run_1/drive_strength.png
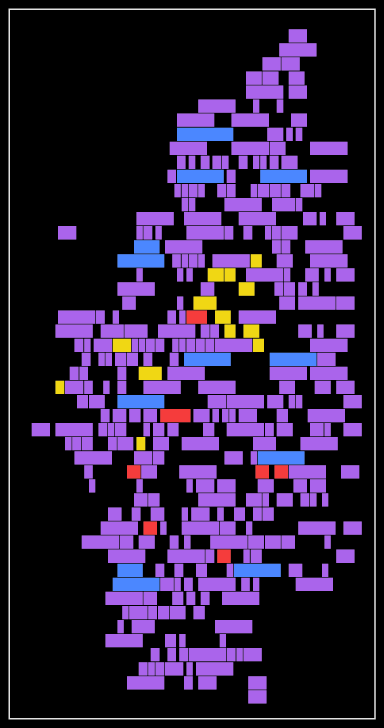
run_1/met1.png
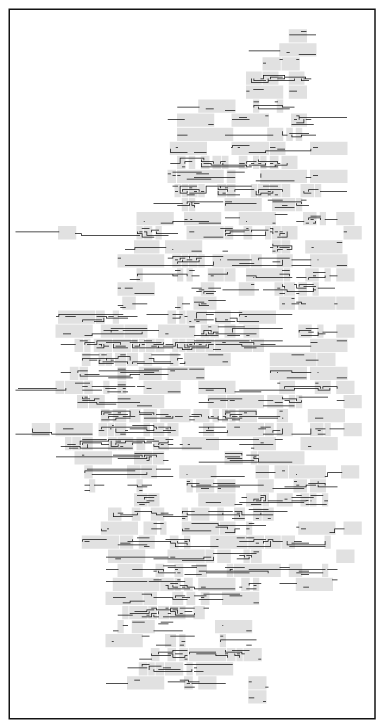
run_1/met2.png
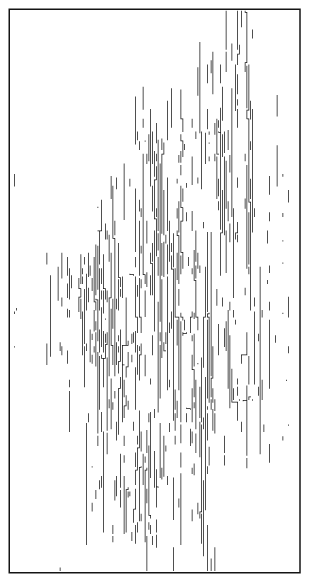
run_1/density.png
Scale bar: 20 um. 7 x 14 tiles, from dark blue (low) to red (high), 0 to 100% covered.
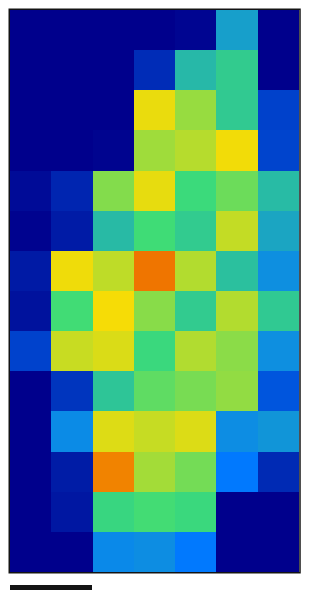
$ cat config.mk
export PLATFORM = sky130hd
export DESIGN_NAME = dcm_prog_responder
export DESIGN_NICKNAME = d
export VERILOG_FILES = /design/src/rtl/dcm_prog_responder.sv
export SDC_FILE = /design/constraint.sdc
export NUM_CORES = 1
export LEC_CHECK = 0
export CAP_MARGIN = 20
export CORE_ASPECT_RATIO = 2
export CORE_MARGIN = 2
export CORE_UTILIZATION = 30
export DETAILED_ROUTE_END_ITERATION = 6
export SETUP_SLACK_MARGIN = 0.4
export SYNTH_ARGS = -nofsm -noshare
export SYNTH_HDL_FRONTEND = slang
export SYNTH_SLANG_ARGS = --single-unit
$ cat constraint.sdc
create_clock -name clk -period 3 [get_ports clk]
set_input_delay 0.3 -clock clk [delete_from_list [all_inputs] [get_ports clk]]
set_output_delay 0.3 -clock clk [all_outputs]
set_load 0.02 [all_outputs]
$ cat src/rtl/dcm_prog_responder.sv
// Responder for the DCM_CLKGEN serial programming port: decodes LoadM/LoadD/GO
// frames, stages M/D codes and applies them after a modelled PROGDONE/LOCKED delay.
module dcm_prog_responder #(
   parameter int MULT_INIT  = 31,
   parameter int DIV_INIT   = 21,
   parameter int DONE_DELAY = 64
) (
   input  logic       clk,
   input  logic       rst,
   input  logic       progen,
   input  logic       progdata,
   output logic       progdone,
   output logic       locked,
   output logic [8:0] m_val,
   output logic [8:0] d_val,
   output logic       update,
   output logic       frame_err
);

   localparam int CW = (DONE_DELAY > 2) ? $clog2(DONE_DELAY) : 1;

   typedef enum logic [2:0] {
      S_IDLE, S_SEL, S_SHIFT, S_END, S_GO_CHK, S_BUSY, S_ERR_WAIT
   } state_e;

   state_e          state_q, state_d;
   logic [2:0]      bit_cnt_q, bit_cnt_d;
   logic [CW-1:0]   busy_cnt_q, busy_cnt_d;
   logic [7:0]      shift_q, shift_d;
   logic            sel_m_q, sel_m_d;
   logic [7:0]      stage_m_q, stage_m_d;
   logic [7:0]      stage_d_q, stage_d_d;
   logic [8:0]      m_val_q, m_val_d;
   logic [8:0]      d_val_q, d_val_d;
   logic            update_q, update_d;
   logic            frame_err_q, frame_err_d;
   logic            progen_q;
   logic            busy_last;

   assign busy_last = (busy_cnt_q == CW'(DONE_DELAY - 1));

   // State register
   // NOTE: sequential state uses non-blocking (<=) so every register samples pre-edge values.
   always_ff @(posedge clk) begin
      if (rst) begin
         state_q <= S_IDLE;
      end else begin
         state_q <= state_d;
      end
   end

   // Next-state logic
   // NOTE: every combinational output gets a default first so no path infers a latch.
   always_comb begin
      state_d = state_q;
      unique case (state_q)
         S_IDLE:     if (progen && !progen_q) state_d = progdata ? S_SEL : S_GO_CHK;
         S_SEL:      state_d = progen ? S_SHIFT : S_IDLE;
         S_SHIFT:    if (!progen) state_d = S_IDLE;
                     else if (bit_cnt_q == 3'd7) state_d = S_END;
         S_END:      state_d = progen ? S_ERR_WAIT : S_IDLE;
         S_GO_CHK:   state_d = progen ? S_ERR_WAIT : S_BUSY;
         S_BUSY:     if (busy_last) state_d = S_IDLE;
         S_ERR_WAIT: if (!progen) state_d = S_IDLE;
         default:    state_d = S_IDLE;
      endcase
   end

   // Outputs: ready/locked are low exactly while a GO is being applied
   always_comb begin
      progdone  = (state_q != S_BUSY);
      locked    = (state_q != S_BUSY);
      m_val     = m_val_q;
      d_val     = d_val_q;
      update    = update_q;
      frame_err = frame_err_q;
   end

   // Datapath: shifting, staging, error detection and apply
   always_comb begin
      bit_cnt_d   = bit_cnt_q;
      busy_cnt_d  = busy_cnt_q;
      shift_d     = shift_q;
      sel_m_d     = sel_m_q;
      stage_m_d   = stage_m_q;
      stage_d_d   = stage_d_q;
      m_val_d     = m_val_q;
      d_val_d     = d_val_q;
      update_d    = 1'b0;
      frame_err_d = frame_err_q;
      unique case (state_q)
         S_SEL: begin
            sel_m_d   = progdata;
            bit_cnt_d = 3'd0;
            if (!progen) frame_err_d = 1'b1;
         end
         S_SHIFT: begin
            if (progen) begin
               shift_d   = {progdata, shift_q[7:1]};
               bit_cnt_d = bit_cnt_q + 3'd1;
            end else begin
               frame_err_d = 1'b1;
            end
         end
         S_END: begin
            if (progen) begin
               frame_err_d = 1'b1;
            end else if (sel_m_q) begin
               // M code 0 would mean a multiplier of 1, which the DCM rejects
               if (shift_q == 8'd0) frame_err_d = 1'b1;
               else                 stage_m_d   = shift_q;
            end else begin
               stage_d_d = shift_q;
            end
         end
         S_GO_CHK: begin
            if (progen) frame_err_d = 1'b1;
            else        busy_cnt_d  = '0;
         end
         S_BUSY: begin
            if (progen && !progen_q) frame_err_d = 1'b1;
            if (busy_last) begin
               m_val_d  = {1'b0, stage_m_q} + 9'd1;
               d_val_d  = {1'b0, stage_d_q} + 9'd1;
               update_d = 1'b1;
            end else begin
               busy_cnt_d = busy_cnt_q + CW'(1);
            end
         end
         S_ERR_WAIT: frame_err_d = 1'b1;
         default: ;
      endcase
   end

   always_ff @(posedge clk) begin
      if (rst) begin
         bit_cnt_q   <= 3'd0;
         busy_cnt_q  <= '0;
         shift_q     <= 8'd0;
         sel_m_q     <= 1'b0;
         stage_m_q   <= 8'(MULT_INIT - 1);
         stage_d_q   <= 8'(DIV_INIT - 1);
         m_val_q     <= 9'(MULT_INIT);
         d_val_q     <= 9'(DIV_INIT);
         update_q    <= 1'b0;
         frame_err_q <= 1'b0;
         progen_q    <= 1'b0;
      end else begin
         bit_cnt_q   <= bit_cnt_d;
         busy_cnt_q  <= busy_cnt_d;
         shift_q     <= shift_d;
         sel_m_q     <= sel_m_d;
         stage_m_q   <= stage_m_d;
         stage_d_q   <= stage_d_d;
         m_val_q     <= m_val_d;
         d_val_q     <= d_val_d;
         update_q    <= update_d;
         frame_err_q <= frame_err_d;
         progen_q    <= progen;
      end
   end

endmodule

==> GITHUB_STEP_SUMMARY, run 1 <==
### Yosys + OpenROAD results

| Metric | Value |
|---|---|
| Fraction of final layout cells sized beyond drive strength 1 | `9.55%` |
| Crit path kind | `flop to primary output` |
| Max clock buf depth | `2` |
| Met3 wire len | `156 um` |
| Initial antenna violation count | `0` |
| Non-filler instance count after layout | `435` |
| Clk_buf instances | `14` |
| Area of combinational cells with multiple inputs | `1360 sq um` |
| Die boundary height | `137 um` |
| Die Footprint | `9650 sq um` |
| Combined area of all synthesized cells | `2650 sq um` |
| EDFF count, synth | `0` |
| Pwr Density | `589 nW/um^2` |
| Highest routing layer actually used | `met4` |
| Setup TNS | `0 ns` |
| Total number of warnings across the stage logs | `26` |
| Distinct cells, synth | `46` |
| Slowest stage cell, crit path | `sky130_fd_sc_hd__dfxtp_1` |
| Outcome | `finished clean` |
| Fill cell total of the finished layout | `887` |
## Picture notes: drive_strength.png
[drive 2] yellow | cells: 13
[drive 1 or less] purple | cells: 303
[drive 3 to 4] red | cells: 7
[drive 6 and up] blue | cells: 12

## Picture notes: met1.png
share of all routed wire: 40%
nets with wire on the layer: 310

## Picture notes: met2.png
nets with wire on the layer: 278
longest straight run: 45.6 um
share of all routed wire: 54%
wire length on this layer: 3100 um
main direction: vertical
via count of the routed design: 2222
fraction of met2 tracks used by global routing: 23.5%
final wirelength: 5700 um

## Picture notes: density.png
nearly empty tiles: 28%
emptiest ninth of the die: upper left
fullest tile: 87%
tiles over 75% full: 2.0%
mean over tiles: 32%
densest ninth of the die: center

-- run 1: report_power, final --
group          internal (mW)  switching (mW)  total, mW
registers              0.783          0.0180      0.801
clock network          0.686           0.326       1.01
logic                 0.0394          0.0662      0.106
-- run 1: synthesized netlist by cell type, types with 6 or more instances --
| library cell | instances | area, sq um |
|---|---|---|
| sky130_fd_sc_hd__dfxtp_1 | 58 | 1160 |
| sky130_fd_sc_hd__nor2_1 | 33 | 124 |
| sky130_fd_sc_hd__nand2_1 | 32 | 120 |
| sky130_fd_sc_hd__a21oi_1 | 28 | 140 |
| sky130_fd_sc_hd__nand3_1 | 16 | 80.1 |
| sky130_fd_sc_hd__o21ai_0 | 12 | 60.1 |
| sky130_fd_sc_hd__a211o_1 | 9 | 78.8 |
| sky130_fd_sc_hd__a211oi_1 | 9 | 67.6 |
| sky130_fd_sc_hd__clkbuf_1 | 8 | 30.0 |
| sky130_fd_sc_hd__nor3_1 | 8 | 40.0 |
| sky130_fd_sc_hd__buf_2 | 7 | 35.0 |
| sky130_fd_sc_hd__mux2i_1 | 7 | 70.1 |
| sky130_fd_sc_hd__xor2_1 | 7 | 61.3 |
| sky130_fd_sc_hd__inv_1 | 6 | 22.5 |
-- run 1: placed cells by master, fill, tap and decap left out, types with 8 or more instances in the layout --
cell type                         netlist  routed
sky130_fd_sc_hd__a211o_1                9       9
sky130_fd_sc_hd__a211oi_1               9       9
sky130_fd_sc_hd__a21oi_1               28      28
sky130_fd_sc_hd__clkbuf_16              0       9
sky130_fd_sc_hd__clkdlybuf4s50_1        0      24
sky130_fd_sc_hd__dfxtp_1               58      58
sky130_fd_sc_hd__nand2_1               32      32
sky130_fd_sc_hd__nand3_1               16      16
sky130_fd_sc_hd__nor2_1                33      33
sky130_fd_sc_hd__nor3_1                 8       8
sky130_fd_sc_hd__o21ai_0               12      12
-- run 1: state kept, by name, indices dropped and copies added (netlist names) --
register    cells
bit_cnt_q       3
busy_cnt_q      6
d_val           9
frame_err       1
m_val           9
progen_q        1
sel_m_q         1
shift_q         8
stage_d_q       8
stage_m_q       8
state_q         3
update          1
-- run 1: worst paths after layout --
check	startpoint	endpoint	slack, ns	cells past startpoint
setup reg to reg	state_q[2]$_SDFFE_PP0P_	m_val[8]$_SDFFE_PP0P_	0.93	5
setup / recovery	state_q[2]$_SDFFE_PP0P_	locked	0.68	3
hold reg to reg	m_val[8]$_SDFFE_PP0P_	m_val[8]$_SDFFE_PP0P_	0.45	2
hold / removal	rst	busy_cnt_q[0]$_SDFFE_PP0P_	0.33	2
-- run 1: metrics by stage --
| stage | total power [mW] | hold WS, ns | worst slack, ns | util (%) | area, sq um |
|---|---|---|---|---|---|
| final | 1.92 | 0.329 | 0.680 | 37.9 | 3250 |
| after detailed placement | 0.921 | 0.440 | 0.723 | 34.4 | 2960 |
| after floorplan | 0.892 | 0.436 | 1.48 | - | 2650 |
| after CTS | 1.94 | 0.326 | 0.672 | 37.9 | 3250 |
| after global placement | 0.919 | 0.439 | 0.817 | 34.4 | 2960 |
| after global routing | 2.00 | 0.342 | 0.542 | 37.9 | 3250 |
run_1/final_congestion.png
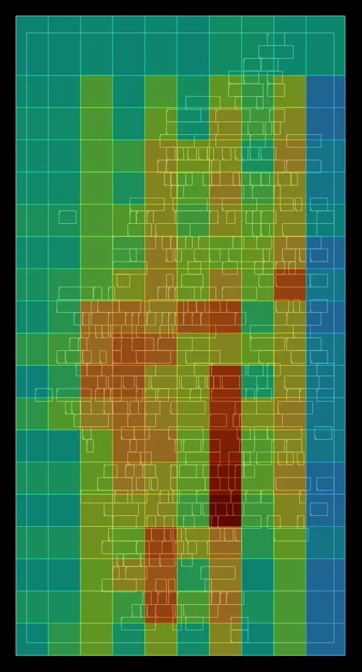

==> inputs of run 2 (changes only) <==
- clock period: 3 -> 2 ns (I/O delays scaled with it)
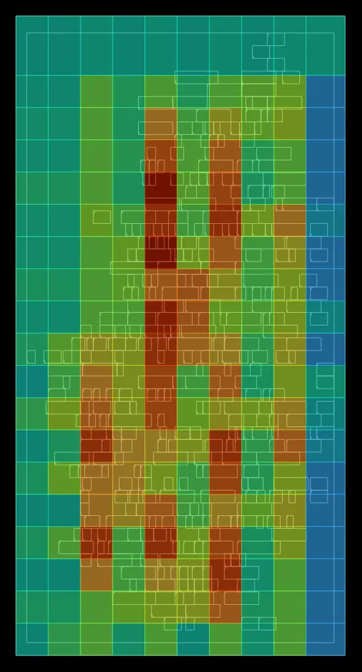
run_2/final_congestion.png
global routing met3 resource utilization: 3.24%
fraction of met2 tracks used by global routing: 23.3%

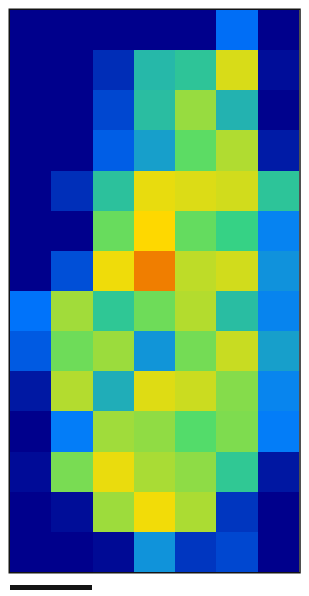
run_2/density.png
Scale bar: 20 um. 7 x 14 tiles, from dark blue (low) to red (high), 0 to 100% covered.
tiles over 75% full: 2.0%
mean over tiles: 34%
fullest tile: 86%
densest ninth of the die: center
nearly empty tiles: 24%

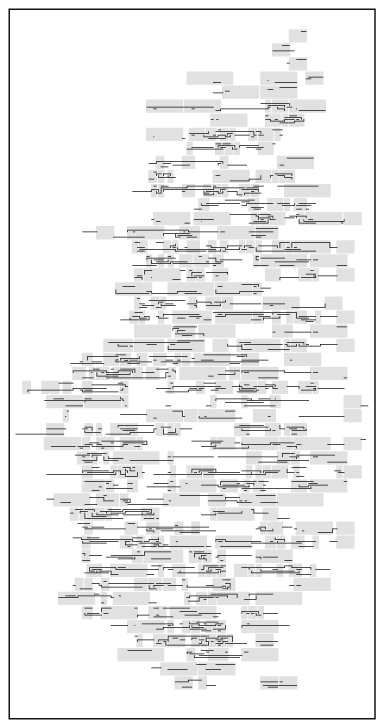
run_2/met1.png
longest straight run: 18.9 um
wire length on this layer: 2340 um
main direction: horizontal
share of all routed wire: 40%
nets with wire on the layer: 319
met1 capacity usage during global routing: 13.2%
final wirelength: 5850 um
via count of the routed design: 2249

==> GITHUB_STEP_SUMMARY, run 2 <==
### Yosys + OpenROAD results

| Metric | Value |
|---|---|
| Placed standard-cell area | `3050 sq um (+3.2%)` |
| Die Footprint | `9650 sq um (unchanged)` |
| Library cell used as clock root buffer | `sky130_fd_sc_hd__clkbuf_16` |
| Combined area of all synthesized cells | `2650 sq um (unchanged)` |
| Commonest non-fill, non-tap cell in the layout | `sky130_fd_sc_hd__dfxtp_1` |
| Most frequent logic cells in the routed design | `sky130_fd_sc_hd__dfxtp_1, sky130_fd_sc_hd__nor2_1, sky130_fd_sc_hd__nand2_1, sky130_fd_sc_hd__a21oi_1, sky130_fd_sc_hd__clkdlybuf4s50_1` |
| Crit path kind | `flop to primary output` |
| List of most frequent post-synthesis cells | `sky130_fd_sc_hd__dfxtp_1, sky130_fd_sc_hd__nor2_1, sky130_fd_sc_hd__nand2_1, sky130_fd_sc_hd__a21oi_1, sky130_fd_sc_hd__nand3_1` |
| Number of slew-limit violations in the final report | `0` |
| # diodes | `0` |
| Final worst-path setup slack | `0.425 ns (-0.254 ns)` |
| Outcome | `finished clean` |
| Worst slack at placement | `0.226 ns (-0.497 ns)` |
| Biggest area consumer among synthesized cells | `sky130_fd_sc_hd__dfxtp_1` |
| Total number of warnings across the stage logs | `28 (+7.7%)` |
| Biggest area cells | `sky130_fd_sc_hd__dfxtp_1, sky130_fd_sc_hd__a21oi_1, sky130_fd_sc_hd__nor2_1, sky130_fd_sc_hd__nand2_1, sky130_fd_sc_hd__nand3_1` |
| Met3 wire len | `174 um (+12%)` |
| Most frequent cell after synthesis | `sky130_fd_sc_hd__dfxtp_1` |
| Adder-Cell Fraction of Synth Area | `2.36%` |
| Highest routing layer actually used | `met4` |
| Area share of the largest cell type after synthesis | `43.8% (unchanged)` |
| End-of-flow core utilization | `39.2% (+1.4 points)` |
| Distinct cells, synth | `46 (unchanged)` |
| Max Freq | `0.635 GHz` |
| Amount of wire on met2 after detailed routing | `3120 um` |
| Non-filler instance count after layout | `447 (+2.8%)` |
| Max clock buf depth | `2 (unchanged)` |
| Post-route standard cell area excluding fillers | `3370 sq um (+3.6%)` |
| Die boundary height | `137 um (unchanged)` |
| EDFF count, synth | `0 (unchanged)` |
| Initial antenna violation count | `0 (unchanged)` |
| Min Hold Slack | `0.395 ns (+0.0660 ns)` |
| Fraction of final layout cells sized beyond drive strength 1 | `13.8% (+4.3 points)` |
| Total design power | `2.69 mW (+40%)` |
| Pwr Density | `797 nW/um^2 (+35%)` |
| Setup TNS | `0 ns (unchanged)` |
| Area reported by Yosys stat | `2650 sq um` |
-- run 2: cell counts after synthesis --
No cell type changed its count.
-- run 2: logic make-up after synthesis --
kind of cell,count (synthesis)
adders and majority gates,5
buffers and inverters,27
AOI/OAI and AO/OA,75
xor gates and xnor gates,12
and+or+nand+nor,126
DFF,58
muxes,7
-- run 2: final timing paths --
| path | startpoint | to | slack (ns) | cells past startpoint |
|---|---|---|---|---|
| max | state_q[1]$_SDFFE_PP0P_ | locked | 0.43 | 3 |
| min | rst | stage_d_q[7]$_SDFFE_PP0P_ | 0.40 | 2 |
| max reg2reg | shift_q[0]$_SDFFE_PP0P_ | stage_m_q[5]$_SDFFE_PP0P_ | 0.47 | 5 |
| min reg2reg | frame_err$_SDFFE_PP0P_ | frame_err$_SDFFE_PP0P_ | 0.45 | 2 |
-- run 2: final cells by class --
type / instances / area (sq um)
tap: 100 / 125
fill: 883 / 5220
sequential: 58 / 1160
timing repair buffer: 43 / 404
inverter: 6 / 22.5
multi-input combinational: 225 / 1410
clock buffer: 15 / 248
-- run 2: critical path: stages, from the launching register on --
cell	delay (ns)
sky130_fd_sc_hd__dfxtp_1	0.31
sky130_fd_sc_hd__and3b_2	0.26
sky130_fd_sc_hd__inv_1	0.15
sky130_fd_sc_hd__clkdlybuf4s15_1	0.32
-- run 2: per-layer routing --
| layer | up-vias | global-route usage, % |
|---|---|---|
| li1 | 1155 | - |
| met1 | 1046 | 13.2 |
| met2 | 33 | 23.3 |
| met3 | 15 | 3.24 |
| met4 | 0 | 9.51 |
| met5 | - | 0 |
-- run 2: what timing repair did --
| action | CTS | global route |
|---|---|---|
| gates resized | 8 | 9 |
| pin swaps | 1 | 1 |
| endpoints found under the setup margin | 21 | 32 |
| buffers inserted | 1 | 1 |
-- run 2: power breakdown --
part           switching [mW]  leakage [nW]  total (mW)  internal [mW]
logic                   0.117         0.570       0.188         0.0718
registers              0.0125         0.469        1.19           1.18
clock network           0.480         0.118        1.31          0.830
total                   0.609          1.16        2.69           2.08
run_2/met4.png
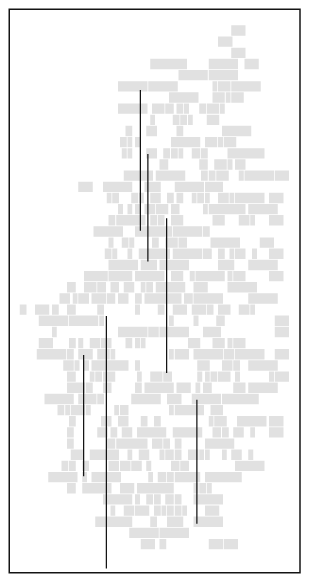

==> inputs of run 3 (changes only) <==
- clock period: 2 -> 1.3 ns (I/O delays scaled with it)
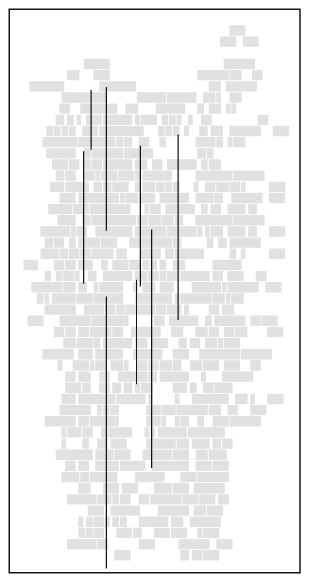
run_3/met4.png
main direction: vertical
longest straight run: 66.0 um
wire length on this layer: 309 um
nets with wire on the layer: 7

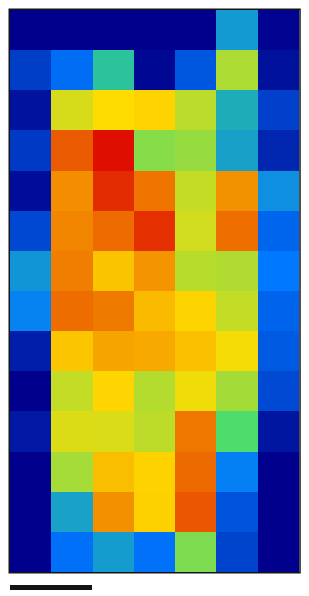
run_3/density.png
Scale bar: 20 um. 7 x 14 tiles, from dark blue (low) to red (high), 0 to 100% covered.
end-of-flow core utilization: 54.4%
Pre-Place Util: 30.9%
core area: 8590 sq um

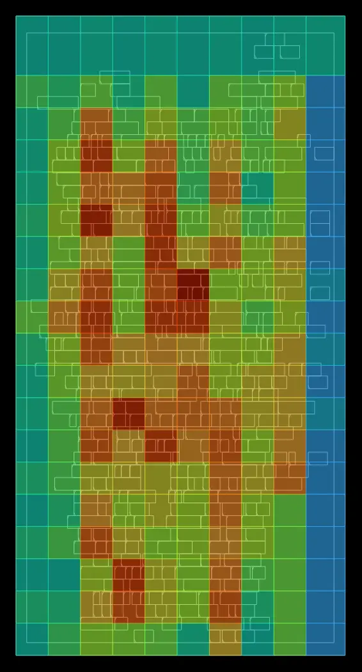
run_3/final_congestion.png
global routing met3 resource utilization: 3.02%
routing layer with the top usage in global route: met2
met1 capacity usage during global routing: 16.0%
detail-routed net length per standard cell: 14.7 um

==> GITHUB_STEP_SUMMARY, run 3 <==
### Yosys + OpenROAD results

| Metric | Value |
|---|---|
| Worst r2r path cells | `5 (unchanged)` |
| Fill cell total of the finished layout | `746 (-16%)` |
| Library cell used as clock root buffer | `sky130_fd_sc_hd__clkbuf_16` |
| Outcome | `complete, but fails checks` |
| Worst slack at placement | `-0.353 ns (-0.579 ns)` |
| # diodes | `0 (unchanged)` |
| Max Freq | `0.672 GHz` |
| Most frequent cell after synthesis | `sky130_fd_sc_hd__dfxtp_1` |
| Initial antenna violation count | `0 (unchanged)` |
| Final wirelength | `7700 um (+32%)` |
| Cell-by-cell trace of the critical path | `or4_4, o211ai_4, buf_12, nor3_1, a21oi_1` |
| Maximum fanout along the worst path | `12` |
| Pwr Density | `1080 nW/um^2 (+35%)` |
| Area of combinational cells with multiple inputs | `1750 sq um (+24%)` |
| Max clock buf depth | `2 (unchanged)` |
| Combined area of all synthesized cells | `2650 sq um (unchanged)` |
| Placed standard-cell area | `3570 sq um (+17%)` |
| Max stage delay on crit path | `0.57 ns (+0.25 ns)` |
| Die Footprint | `9650 sq um (unchanged)` |
| Flop2flop setup slack | `-0.19 ns (-0.66 ns)` |
| Storage cell area | `1200 sq um (+3.3%)` |
| Worst hold start | `rst` |
| Hold-critical path endpoint | `stage_d_q[0]$_SDFFE_PP0P_` |
| Final worst-path setup slack | `-0.187 ns (-0.613 ns)` |
| EDFF count, synth | `0 (unchanged)` |
| List of most frequent post-synthesis cells | `sky130_fd_sc_hd__dfxtp_1, sky130_fd_sc_hd__nor2_1, sky130_fd_sc_hd__nand2_1, sky130_fd_sc_hd__a21oi_1, sky130_fd_sc_hd__nand3_1` |
| Number of slew-limit violations in the final report | `0 (unchanged)` |
| Final tally of setup violations | `37` |
| Min Hold Slack | `0.273 ns (-0.123 ns)` |
| Biggest area consumer among synthesized cells | `sky130_fd_sc_hd__dfxtp_1` |
| Fraction of final layout cells sized beyond drive strength 1 | `57.7% (+44 points)` |
| Number of instances on the worst hold path | `2 (unchanged)` |
| Most frequent logic cells in the routed design | `sky130_fd_sc_hd__buf_4, sky130_fd_sc_hd__buf_6, sky130_fd_sc_hd__dfxtp_2, sky130_fd_sc_hd__dfxtp_1, sky130_fd_sc_hd__nor2_1` |
| Die boundary height | `137 um (unchanged)` |
| Worst flop-to-flop path startpoint | `shift_q[3]$_SDFFE_PP0P_` |
| Non-filler instance count after layout | `523 (+17%)` |
| Commonest non-fill, non-tap cell in the layout | `sky130_fd_sc_hd__buf_4` |
| Reg2Reg Capture Point | `stage_m_q[2]$_SDFFE_PP1P_` |
| Violations in the final reports | `setup timing` |
| Area share of the largest cell type after synthesis | `43.8% (unchanged)` |
| Total number of warnings across the stage logs | `29 (+3.6%)` |
| Area reported by Yosys stat | `2650 sq um (unchanged)` |
| Via count of the routed design | `2668 (+19%)` |
| Post-route standard cell area excluding fillers | `4670 sq um (+38%)` |
| Crit path launch | `shift_q[3]$_SDFFE_PP0P_` |
| Slowest stage cell, crit path | `sky130_fd_sc_hd__or4_4` |
-- run 3: worst max-delay path, delay by kind of cell, from the launching register on --
family,cells,cell delay [ns]
buffers and inverters,1,0.16
and+or+nand+nor,2,0.62
DFF,1,0.31
AOI/OAI and AO/OA,2,0.34
-- run 3: cells by family (layout without fill, tap and decap cells) --
group / count (synthesis) / after routing / synth area share [%]
AND-OR/OR-AND: 75 / 75 / 18.6
XOR/XNOR: 12 / 12 / 3.97
adder cells (fa/ha/maj): 5 / 5 / 2.36
buffers and inverters: 27 / 140 / 4.72
flip-flops: 58 / 58 / 43.8
multiplexers: 7 / 7 / 2.64
AND/OR/NAND/NOR: 126 / 126 / 23.9
-- run 3: metrics by stage --
stage	setup TNS [ns]	total power, mW	utilization [%]
final	-3.40	5.03	54.4
after global routing	-6.36	5.22	54.4
after CTS	-3.71	4.99	51.1
after detailed placement	-10.59	2.26	41.5
after global placement	-9.30	2.25	41.5
after floorplan	-2.17	2.13	-
-- run 3: power by group --
group	internal [mW]	switching [mW]	total [mW]
Sequential	1.81	0.0203	1.83
Combinational	0.365	0.318	0.684
Clock	1.72	0.801	2.52
-- run 3: worst max-delay path by stage --
stage,cells after the start,to
global placement,5,stage_m_q[2]$_SDFFE_PP1P_
CTS,5,stage_m_q[2]$_SDFFE_PP1P_
floorplan,5,stage_m_q[0]$_SDFFE_PP0P_
detailed placement,6,stage_d_q[2]$_SDFFE_PP1P_
global route,5,stage_m_q[6]$_SDFFE_PP0P_
finish,5,stage_m_q[2]$_SDFFE_PP1P_
-- run 3: final cells by class --
| type | instances | share of cell area [%] |
|---|---|---|
| multi-input combinational | 225 | 37.5 |
| timing repair buffer | 118 | 26.6 |
| sequential | 58 | 25.7 |
| clock buffer | 11 | 5.20 |
| tap | 100 | 2.68 |
| clock inverter | 5 | 1.66 |
| inverter | 6 | 0.643 |
-- run 3: timing repair --
item | in CTS | in global routing
endpoints found under the setup margin | 79 | 79
pin swaps | 32 | 14
gates resized | 214 | 42
buffers inserted | 19 | 13
gates cloned | 3 | 0
endpoints found under the hold margin | 0 | 0
-- run 3: routing by layer --
| layer | global-route usage (%) | up-vias | routed length [um] |
|---|---|---|---|
| met3 | 3.02 | 19 | 201 |
| met4 | 10.5 | 0 | 308 |
| met2 | 32.3 | 54 | 4510 |
| met5 | 0 | - | 0 |
| li1 | - | 1318 | - |
| met1 | 16.0 | 1277 | 2670 |
No activity file was given, so power comes from the tool's default toggle rates.
